==> config.mk <==
export PLATFORM = sky130hd
export DESIGN_NAME = pulse_width_receive
export DESIGN_NICKNAME = d
export VERILOG_FILES = /design/src/rtl/pulse_width_receive.sv
export SDC_FILE = /design/constraint.sdc
export NUM_CORES = 1
export LEC_CHECK = 0
export CAP_MARGIN = 15
export CORE_MARGIN = 8
export CORE_UTILIZATION = 52
export DETAILED_ROUTE_END_ITERATION = 16
export PLACE_DENSITY = 0.75
export SYNTH_ARGS = -nofsm -noshare
export SYNTH_HDL_FRONTEND = slang
export SYNTH_SLANG_ARGS = --single-unit
export TNS_END_PERCENT = 1
==> constraint.sdc <==
create_clock -name clk_in -period 1.88 [get_ports clk_in]
set_input_delay 0.376 -clock clk_in [delete_from_list [all_inputs] [get_ports clk_in]]
set_output_delay 0.376 -clock clk_in [all_outputs]
set_load 0.01 [all_outputs]
Fig. 1: placement by cell class
Drawn at 4 px/um. Fill, decap, tap and diode cells in grey.
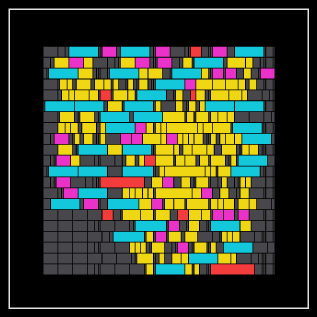
| colour | class | cells | share of their area |
|---|---|---|---|
| red | clock drivers and dummy loads | 8 | 4.9% |
| yellow | remaining logic cells | 149 | 49% |
| magenta | remaining buffers and delay cells | 28 | 12% |
| cyan | sequential cells | 35 | 34% |
final core utilization: 64.3%
Core Box Area: 3310 sq um

Fig. 2: M2 wires
Drawn at 6 px/um.
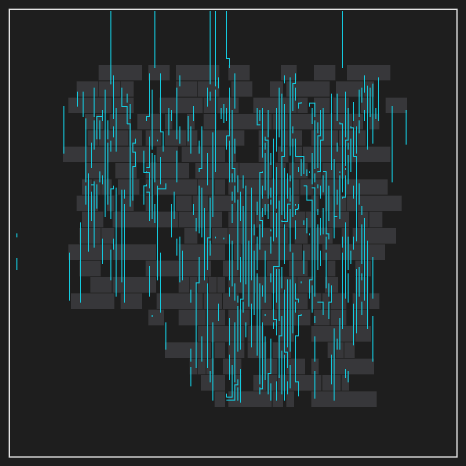
longest straight run: 21.1 um
share of all routed wire: 48%
nets with wire on the layer: 203
main direction: vertical
Global Route met2 Usage: 23.6%
via count: 1476
Routed Wire Length: 3870 um

Fig. 3: nets reached from selected ports
Drawn at 4 px/um.
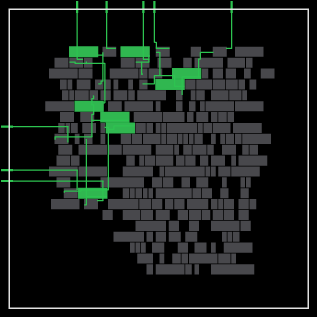
| colour | port | bits | direction | edge | end cells | wire |
|---|---|---|---|---|---|---|
| green | `audio_out` | 8 | output | 5 top, 3 left | 8 | 298 um |
Ports: 13
count of buffers from port buffering: 12

Fig. 4: clock distribution
Drawn at 6 px/um.
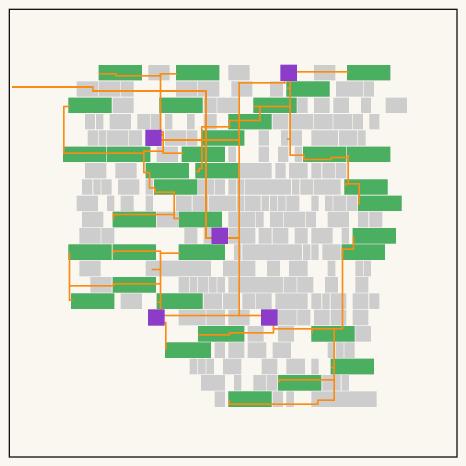
[green] flip-flops | count: 35
[orange] clock wires | length: 440 um
[purple] clock-net drivers | count: 5
routed clock nets: 6
clock network power: 0.000672 W
Clock power frac: 44.4%
insertion delay of the later-clocked pin in the worst-skew pair: 0.34 ns
Max Clock Skew: 0.0172 ns

==> summary.json <==
{
  "tightest_slew_ns": 0.409,
  "total_routing_usage_reported_by_global_routing_pct": 14.9,
  "route.layer.met1.wl_um": 1750,
  "final.min_clock_period_ns": 1.85,
  "layout-drive-gt1-share_pct": 16.8,
  "synth_sequential_area_ratio_pct": 39.5,
  "ff2ff_setup_slack_ns": 0.03,
  "hold_viol_final": 0,
  "slew_violations": 0,
  "cts.htree.levels": 2,
  "stdcell_count": 266,
  "post_drt_wl_per_cell_um": 14.5,
  "run_status": "completed",
  "fillerInstances": 278,
  "syn_avg_cell_area_sq_um": 8.90,
  "floorplan.die.width_um": 74.4,
  "cts-hold-fix-buffers": 0,
  "seq_power_share_pct": 50.1,
  "netlist_instances": 199,
  "min_path_type": "reg2reg",
  "detail-route-antenna-nets": 0,
  "switchingPower_w": 0.000311,
  "cp_max_fo": 5,
  "post_synth_net_total": 209,
  "cts_made_buffers": 5,
  "worst_slew_margin_rel_pct": 72.6,
  "min_period_over_period_pct": 98.4,
  "grt_first_pass_wirelength_um": 6470,
  "worst_path_arrival_time_ns": 2.10,
  "vdd_drop_max_v": 0.000452,
  "fin_total_pwr_w": 0.00151,
  "slowest_stage": "sky130_fd_sc_hd__a2111oi_4",
  "dr.max_layer_used": "met4",
  "dr_drc_count": 0,
  "achievable-frequency_mhz": 540,
  "first_pass_iters": 4,
  "wl_met2_um": 1840,
  "internal_power_w": 0.00120,
  "power_per_cell_area_nw_per_um2": 711,
  "setup.worst_path.end_class": "flip-flop",
  "timing.critical_path.required_ns": 2.13,
  "ff2ff_path_depth": 7,
  "mostFrequentLayoutCell": "sky130_fd_sc_hd__dfxtp_1",
  "finalSetupViolations": 0,
  "clock_path_buffers": 2,
  "place.detailed.hpwl_um": 2760,
  "crit_family": "AND-OR/OR-AND gates",
  "power_switching_share_pct": 20.6,
  "number_of_flip_flops_under_the_largest_register_name": 10,
  "synth.distinct_cells": 42,
  "critical_path_cell_sequence": "inv_2, ha_4, o211ai_4, a2111oi_4, a21boi_1, o311a_1, and3_1",
  "grt_remaining_overflow": 0,
  "tool_warnings": 30,
  "grt_setup_unrepaired": "true",
  "n_antenna_cell": 0,
  "vias_per_cell": 5.55,
  "die_h_um": 74.4,
  "timing.critical_path.slowest_cell_delay_ns": 0.45,
  "cts.sink_count": 35,
  "power.static_leakage_nw": 0.812,
  "synthesis.area_sq_um": 1770,
  "clk_pin_slew_ns": 0.11,
  "worstSetupPathType": "reg2reg",
  "power_frac_comb_pct": 5.5,
  "floorplan.die_area_sq_um": 5530,
  "final_cell_mix": "sky130_fd_sc_hd__dfxtp_1 (31), sky130_fd_sc_hd__nand2_1 (17), sky130_fd_sc_hd__nor2_1 (16), sky130_fd_sc_hd__nand3_1 (16), sky130_fd_sc_hd__buf_4 (16)",
  "grt_max_degree": 15,
  "timing.max_cap.violations": 0,
  "critical_path.n_buffers_inverters": 1,
  "via_count_of_the_first_global_routing_pass": 1456,
  "initial_utilization_pct": 53.5,
  "ys.flops": 35,
  "grt_antenna_before_repair": 0,
  "ys_cells": 199,
  "area.growth.synth_to_final_pct": 20.1,
  "num_rows": 21,
  "clock_tree_from_tritoncts": "done",
  "met3RoutedLength_um": 191,
  "hold_depth": 1,
  "drt-initial-drc-count": 144,
  "gp_routability_congestion": 0.912,
  "cp_num_cells": 7,
  "post_placement_cell_count": 256,
  "yosys_warnings": 0,
  "cts_root_buf": "sky130_fd_sc_hd__clkbuf_4",
  "finalNetCount": 229,
  "yosysChipArea_sq_um": 1770,
  "start_kind": "flip-flop"
}
-- logic make-up (layout without fill, tap and decap cells) --
group                    after synthesis  in the layout  synth area share (%)
AND-OR/OR-AND                         33             33                  15.0
XOR/XNOR                               8              8                  3.95
adder cells (fa/ha/maj)                7              7                  4.94
buffers and inverters                 24             45                  6.50
flip-flops                            35             35                  39.5
multiplexers                          14             14                  7.98
AND/OR/NAND/NOR                       78             78                  22.0
-- area by class of cell --
class                      instances  area, sq um  area share (%)
clock buffer                       6         41.3            1.94
clock inverter                     2         60.1            2.82
inverter                           9         33.8            1.59
multi-input combinational        140          990            46.5
sequential                        35          706            33.2
tap                               46         57.6            2.70
timing repair buffer              28          240            11.3
-- per-layer routing --
layer / up-vias / GRT usage (%)
met4: 0 / 6.74
met2: 37 / 23.6
met5: - / 0
li1: 728 / -
met1: 701 / 17.8
met3: 10 / 4.99
-- through the flow --
stage	hold slack (ns)	area [sq um]	setup WS [ns]	setup TNS, ns	util (%)
2_1_floorplan	0.414	1770	0.00275	0	-
3_3_place_gp	0.434	1970	0.0951	0	59.6
3_5_place_dp	0.438	1970	0.0427	0	59.6
4_1_cts	0.446	2070	0.0221	0	62.7
5_1_grt	0.450	2130	-0.0900	-0.398	64.3
6_report	0.442	2130	0.0294	0	64.3
-- Yosys cell counts (all sizes together) --
cell type	number	area share (%)
mux2	1	0.64
o31ai	1	0.42
a2111oi	1	1.6
a21oi	8	2.3
inv	8	1.7
o32a	1	0.56
o311a	1	0.56
nor2b	3	1.1
nor2	16	3.4
o21ba	1	0.56
xor2	5	2.5
a21boi	1	0.42
a211oi	3	1.3
clkinv	1	0.21
or2	1	0.35
nor3	1	0.28
o21a	1	0.42
nand4	5	1.8
a21o	2	0.85
nor4	1	0.35
a311oi	1	0.85
and3	4	1.4
ha	7	4.9
nand2	18	4.0
nand3	16	4.5
dfxtp	35	40
o31a	1	0.49
and4	1	0.49
xnor2	3	1.5
clkbuf	7	1.5
nand2b	7	2.5
buf	8	3.1
mux2i	13	7.3
o2111ai	4	2.0
and2	4	1.4
o211ai	2	1.4
o21ai	5	1.4
nor4bb	1	0.56
-- power by group through the flow --
stage | logic [W] | registers (W) | clock network [W]
6_report | 0.0000826 | 0.000758 | 0.000672
5_1_grt | 0.0000904 | 0.000760 | 0.000715
4_1_cts | 0.0000719 | 0.000755 | 0.000686
3_5_place_dp | 0.0000712 | 0.000772 | 0
3_3_place_gp | 0.0000681 | 0.000771 | 0
2_1_floorplan | 0.0000454 | 0.000771 | 0
-- timing repair --
item / in CTS / in global routing
gates resized: 0 / 11
setup endpoints to repair: 0 / 17
setup buffers: 0 / 2
Power and IR drop assume default switching activity.
